$ cat src/rtl/clk_div_ctrl_pkg.sv
// Shared encodings for the programmable clock divider controller:
// configuration mode values, FSM states and the mode-to-state decode.
package clk_div_ctrl_pkg;

    localparam logic [1:0] MODE_STOP  = 2'b00;
    localparam logic [1:0] MODE_CONT  = 2'b01;
    localparam logic [1:0] MODE_BURST = 2'b10;

    typedef enum logic [1:0] {
        IDLE,
        RUN,
        BURST
    } state_e;

    // Reserved mode 11 and zero-length bursts both behave as STOP.
    function automatic state_e target_state(input logic [1:0] mode, input logic burst_nz);
        state_e s;
        s = IDLE;
        if (mode == MODE_CONT) begin
            s = RUN;
        end else if (mode == MODE_BURST && burst_nz) begin
            s = BURST;
        end
        return s;
    endfunction

endpackage

$ cat src/rtl/div_counter.sv
// Half-period counter: counts while enabled and wraps at the active terminal value.
// The live count is exported only when CLK_DIV_CTRL_STATUS_EN is defined.
module div_counter
    import clk_div_ctrl_pkg::*;
#(
    parameter int COUNT_WIDTH = 24,
    parameter int DEFAULT_MAX = 6000000 - 1
) (
    input  logic                 clk,
    input  logic                 rst,
    input  logic                 en_i,
    input  logic                 load_i,
    input  logic [COUNT_WIDTH:0] load_max_i,
    output logic                 tc_o
`ifdef CLK_DIV_CTRL_STATUS_EN
    ,
    output logic [COUNT_WIDTH:0] count_o
`endif
);

    logic [COUNT_WIDTH:0] count_q, count_d;
    logic [COUNT_WIDTH:0] max_q, max_d;

    assign tc_o = en_i && (count_q == max_q);

    // A new terminal value only lands on a TC or in IDLE, where the count is zero.
    always_comb begin
        count_d = count_q + 1'b1;
        if (!en_i || tc_o) begin
            count_d = '0;
        end
        max_d = load_i ? load_max_i : max_q;
    end

    always_ff @(posedge clk) begin
        if (rst) begin
            count_q <= '0;
            max_q   <= (COUNT_WIDTH + 1)'(DEFAULT_MAX);
        end else begin
            count_q <= count_d;
            max_q   <= max_d;
        end
    end

`ifdef CLK_DIV_CTRL_STATUS_EN
    assign count_o = count_q;
`endif

endmodule

$ cat src/rtl/clk_div_ctrl.sv
// Programmable divider controller with valid/ready configuration and glitch-free out.
// Define CLK_DIV_CTRL_STATUS_EN to add the count_o and period_cnt status outputs.
module clk_div_ctrl
    import clk_div_ctrl_pkg::*;
#(
    parameter int COUNT_WIDTH = 24,
    parameter int DEFAULT_MAX = 6000000 - 1,
    parameter int BURST_WIDTH = 8
) (
    input  logic                   clk,
    input  logic                   rst,
    input  logic                   cfg_valid,
    output logic                   cfg_ready,
    input  logic [1:0]             cfg_mode,
    input  logic [COUNT_WIDTH:0]   cfg_max,
    input  logic [BURST_WIDTH-1:0] cfg_burst,
    output logic                   out,
    output logic                   tick,
    output logic                   busy,
    output logic                   done
`ifdef CLK_DIV_CTRL_STATUS_EN
    ,
    output logic [COUNT_WIDTH:0]   count_o,
    output logic [15:0]            period_cnt
`endif
);

    state_e                 state_q, state_d, tgt;
    logic                   out_q, out_d, tick_q, done_q, done_d;
    logic                   pend_valid_q, pend_valid_d;
    logic [1:0]             pend_mode_q, pend_mode_d;
    logic [COUNT_WIDTH:0]   pend_max_q, pend_max_d;
    logic [BURST_WIDTH-1:0] pend_burst_q, pend_burst_d;
    logic [BURST_WIDTH-1:0] burst_left_q, burst_left_d;
    logic                   accept, tc, apply;
    logic [1:0]             apply_mode;
    logic [COUNT_WIDTH:0]   apply_max;
    logic [BURST_WIDTH-1:0] apply_burst;

    assign cfg_ready = !pend_valid_q;
    assign accept    = cfg_valid && cfg_ready;
    assign busy      = (state_q != IDLE);
    assign out       = out_q;
    assign tick      = tick_q;
    assign done      = done_q;

    div_counter #(
        .COUNT_WIDTH(COUNT_WIDTH),
        .DEFAULT_MAX(DEFAULT_MAX)
    ) u_counter (
        .clk       (clk),
        .rst       (rst),
        .en_i      (busy),
        .load_i    (apply),
        .load_max_i(apply_max),
        .tc_o      (tc)
`ifdef CLK_DIV_CTRL_STATUS_EN
        ,
        .count_o   (count_o)
`endif
    );

    // IDLE applies a config at once (including one caught as a burst ended);
    // otherwise it waits in the pending slot for a later TC.
    always_comb begin
        state_d      = state_q;
        out_d        = out_q;
        done_d       = 1'b0;
        pend_valid_d = pend_valid_q;
        pend_mode_d  = pend_mode_q;
        pend_max_d   = pend_max_q;
        pend_burst_d = pend_burst_q;
        burst_left_d = burst_left_q;
        apply        = 1'b0;
        apply_mode   = pend_mode_q;
        apply_max    = pend_max_q;
        apply_burst  = pend_burst_q;
        tgt          = IDLE;

        if (state_q == IDLE) begin
            out_d = 1'b0;
            if (pend_valid_q) begin
                apply = 1'b1;
            end else if (accept) begin
                apply       = 1'b1;
                apply_mode  = cfg_mode;
                apply_max   = cfg_max;
                apply_burst = cfg_burst;
            end
        end else begin
            if (accept) begin
                pend_valid_d = 1'b1;
                pend_mode_d  = cfg_mode;
                pend_max_d   = cfg_max;
                pend_burst_d = cfg_burst;
            end
            if (tc) begin
                out_d = !out_q;
                if (pend_valid_q) begin
                    apply = 1'b1;
                end else if (state_q == BURST && out_q) begin
                    burst_left_d = burst_left_q - 1'b1;
                    if (burst_left_q == BURST_WIDTH'(1)) begin
                        state_d = IDLE;
                        done_d  = 1'b1;
                    end
                end
            end
        end

        if (apply) begin
            tgt          = target_state(apply_mode, apply_burst != '0);
            pend_valid_d = 1'b0;
            state_d      = tgt;
            burst_left_d = (tgt == BURST) ? apply_burst : '0;
            if (tgt == IDLE) begin
                out_d  = 1'b0;
                done_d = 1'b1;
            end
        end
    end

    always_ff @(posedge clk) begin
        if (rst) begin
            state_q      <= IDLE;
            out_q        <= 1'b0;
            tick_q       <= 1'b0;
            done_q       <= 1'b0;
            pend_valid_q <= 1'b0;
            pend_mode_q  <= MODE_STOP;
            pend_max_q   <= '0;
            pend_burst_q <= '0;
            burst_left_q <= '0;
        end else begin
            state_q      <= state_d;
            out_q        <= out_d;
            tick_q       <= tc;
            done_q       <= done_d;
            pend_valid_q <= pend_valid_d;
            pend_mode_q  <= pend_mode_d;
            pend_max_q   <= pend_max_d;
            pend_burst_q <= pend_burst_d;
            burst_left_q <= burst_left_d;
        end
    end

`ifdef CLK_DIV_CTRL_STATUS_EN
    logic [15:0] period_q, period_d;

    // A full period completes on each falling edge of out.
    always_comb begin
        period_d = period_q;
        if (state_d == IDLE) begin
            period_d = '0;
        end else if (tc && out_q && period_q != 16'hFFFF) begin
            period_d = period_q + 1'b1;
        end
    end

    always_ff @(posedge clk) begin
        if (rst) begin
            period_q <= '0;
        end else begin
            period_q <= period_d;
        end
    end

    assign period_cnt = period_q;
`endif

endmodule
$ cat config.mk
export PLATFORM = sky130hd
export DESIGN_NAME = clk_div_ctrl
export DESIGN_NICKNAME = d
export VERILOG_FILES = /design/src/rtl/clk_div_ctrl_pkg.sv /design/src/rtl/div_counter.sv /design/src/rtl/clk_div_ctrl.sv
export SDC_FILE = /design/constraint.sdc
export NUM_CORES = 1
export LEC_CHECK = 0
export CAP_MARGIN = 15
export CORE_ASPECT_RATIO = 0.8
export CORE_MARGIN = 5
export CORE_UTILIZATION = 40
export DETAILED_ROUTE_END_ITERATION = 12
export GPL_TIMING_DRIVEN = 0
export SLEW_MARGIN = 40
export SYNTH_ARGS = -nofsm -noshare
export SYNTH_HDL_FRONTEND = slang
export SYNTH_SLANG_ARGS = --single-unit
export TNS_END_PERCENT = 10
$ cat constraint.sdc
create_clock -name clk -period 6.05 [get_ports clk]
set_input_delay 1.21 -clock clk [delete_from_list [all_inputs] [get_ports clk]]
set_output_delay 1.21 -clock clk [all_outputs]
set_load 0.02 [all_outputs]
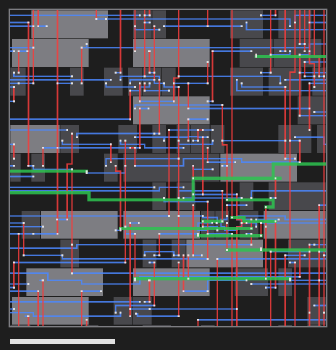
Figure 1: layout detail.
Bar = 10 µm. Window x 50 to 80, y 38 to 68 µm. Cells in grey, sequential cells in the stronger grey; small squares are vias.
Red marks met2. Green marks met3. Blue marks met1.
Most frequent: dfxtp_1 (13), nor2_1 (12), o21ai_1 (10). Netlist names of flops here include `u_counter.max_q` (11). 54 logic cells have their middle in the window. Sequential cells in the window: 13.

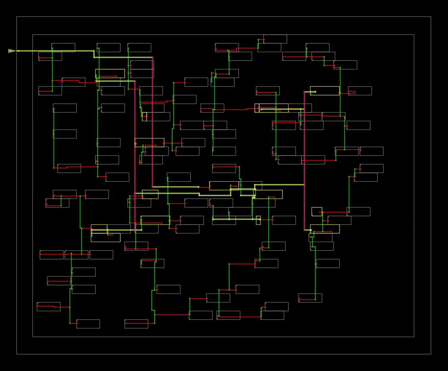
Figure 2: clock routing.
clock group power: 536 µW
Clock Sink Count: 99
final setup skew: 0.0110 ns

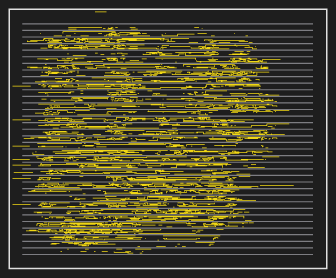
Figure 3: M1 wires.
Supply wires on this layer in grey.
The layer carries 6360 µm of wire. 659 nets have wire on it. The wires run mostly horizontal. The layer holds 52% of the routed length. The longest straight run is 43.7 µm.

==> Flow_metrics.wiki <==
== Implementation results ==
{| class="wikitable"
! Metric !! Value
|-
| Outcome || complete, no violations
|-
| Buffer type at the clock tree root || sky130_fd_sc_hd__clkbuf_16
|-
| First DRT Iteration DRCs || 242
|-
| Non-Filler Cell Area, Final || roughly 5500 µm²
|-
| Part of the cycle the worst path needs || 0.550
|-
| Per-cell via count in the routed design || 5.14
|-
| Initial antenna violation count || 0
|-
| WP data arrival || about 3.6 ns
|-
| Clock edge transition at the registers on the reported setup and hold paths || 0.07 ns
|-
| Total number of H-tree levels || 3
|-
| Distinct cells, synth || 51
|-
| Number of hold buffers added after CTS || 0
|-
| Number of buffers inserted by post-CTS setup repair || 0
|-
| Launching element type of the critical path || input pin
|-
| Reg-to-reg endpoint || burst_left_q[1]$_SDFFE_PP0P_
|-
| Relative contribution of sequential cells to total power || 0.481
|-
| TritonCTS clock tree || yes
|-
| Relative contribution of combinational cells to total power || 0.159
|-
| Register-to-register setup slack || 3.48 ns
|-
| Area Overhead vs Synth || 18.7%
|-
| Number of cell instances after yosys synthesis || 586
|-
| Final routed wire length divided by cell count || between 15 and 20 µm
|-
| Clock buffer count from CTS || 9
|-
| Die boundary height || 106 µm
|-
| Source of the worst register-to-register timing path || u_counter.count_q[15]$_SDFF_PP0_
|-
| Latency at later pin || 0.34 ns
|-
| Slew at the pin closest to its max-slew limit || 0.571 ns
|-
| Layout Nets || 679
|-
| Hold depth || 2
|-
| RSZ-0062 raised after global routing || no
|-
| Synthesized area per cell || 7.92 µm²
|-
| Total placed instance area || roughly 5200 µm²
|-
| Slew headroom || 0.615
|-
| Port bufs || a little over 40
|-
| Ports placed on the boundary || around 43
|-
| Crit path launch || cfg_valid
|-
| Count of endpoints failing setup in the final report || 0
|-
| Fmax || 300 MHz
|-
| Share of synthesized area occupied by flip-flops and latches || 0.427
|-
| Number of buffers between clock root and the deepest sink || 2
|-
| Post-synth top flop || sky130_fd_sc_hd__dfxtp_1
|-
| Ant. Diodes || 0
|-
| Number of core rows || 35
|-
| Number of synthesized flops with an enable pin || 0
|-
| Summed standard-cell area reported by yosys || 4640 µm²
|-
| Worst voltage drop across the vdd grid || 0.162 mV
|-
| Area of the die || around 14000 µm²
|-
| Detail Route Antenna Nets || 0
|-
| Router iterations before antenna repair || 5
|-
| CP max stage delay || slightly below 0.6 ns
|-
| Critical Path RT || around 6.3 ns
|}
[Yosys cell counts, drive strengths merged (4+ instances only)]
cell	number	share of area
nor3	7	0.0075
buf	10	0.012
nand2	151	0.12
or3	4	0.0065
nor2	58	0.047
and3	25	0.034
a21oi	46	0.050
nand4	4	0.0067
a311oi	11	0.025
nand3	13	0.014
a211oi	5	0.0081
clkbuf	23	0.019
xnor2	15	0.028
xor2	37	0.070
nand3b	5	0.0081
o21ai	18	0.019
dfxtp	99	0.43
nor4	14	0.023
inv	8	0.0065
[layout make-up]
cell class,count,area (µm²)
multi-input cells,446,2490
well taps,148,185
clock inverters,1,8.76
plain buffers,33,143
flip-flops and latches,99,1980
clock buffers,14,264
inverters,8,30.0
repair buffers,41,410
fillers,1147,5920
[flip-flops by register name, indices dropped and copies added, names as in the netlist]
signal / flops
pend_mode_q: 2
pend_max_q: 25
u_counter.max_q: 25
pend_valid_q: 1
done: 1
pend_burst_q: 8
out: 1
burst_left_q: 8
tick: 1
state_q: 2
u_counter.count_q: 25
[power groups by stage]
stage	Sequential, µW	Combinational, µW	Clock (µW)
2_1_floorplan	723	150	0
3_3_place_gp	729	232	0
3_5_place_dp	731	234	0
4_1_cts	716	235	547
5_1_grt	720	262	577
6_report	717	237	536
[kinds of logic (layout without fill, tap and decap cells)]
| group | after synthesis | count (layout) | share of synthesized area |
|---|---|---|---|
| AND-OR/OR-AND | 94 | 94 | 0.134 |
| XOR/XNOR | 52 | 52 | 0.0981 |
| adder cells (fa/ha/maj) | 3 | 3 | 0.00809 |
| buffers and inverters | 41 | 97 | 0.0372 |
| flip-flops | 99 | 99 | 0.427 |
| multiplexers | 4 | 4 | 0.00889 |
| AND/OR/NAND/NOR | 293 | 293 | 0.287 |
[worst min-delay path: cells and delay by family (launching register included)]
kind	cells	cell delay [ns]
DFF	1	0.31
and+or+nand+nor	1	0.05
AOI/OAI and AO/OA	1	0.05
[layer usage]
layer	routed length [µm]	share of wire	vias up	GRT usage
met5	0	0	-	0
met4	131	0.011	0	0.0419
met3	616	0.050	10	0.0372
met2	5230	0.42	100	0.271
met1	6360	0.52	1864	0.284
li1	-	-	2085	-
[worst max-delay path by stage]
stage / end / cells after the start
after floorplan: out$_SDFF_PP0_ / 7
after global placement: out$_SDFF_PP0_ / 8
after detailed placement: out$_SDFF_PP0_ / 8
after CTS: out$_SDFF_PP0_ / 8
after global routing: out$_SDFF_PP0_ / 8
final: out$_SDFF_PP0_ / 8
[stage by stage]
step	total power, µW	cells	utilization	setup WS (ns)
after floorplan	873	586	-	3.29
after global placement	961	775	0.458	2.39
after detailed placement	965	775	0.458	2.37
after CTS	1500	790	0.482	2.72
after global routing	1560	790	0.482	2.48
final	1490	790	0.482	2.72
Power is estimated from default activity; no workload was simulated.
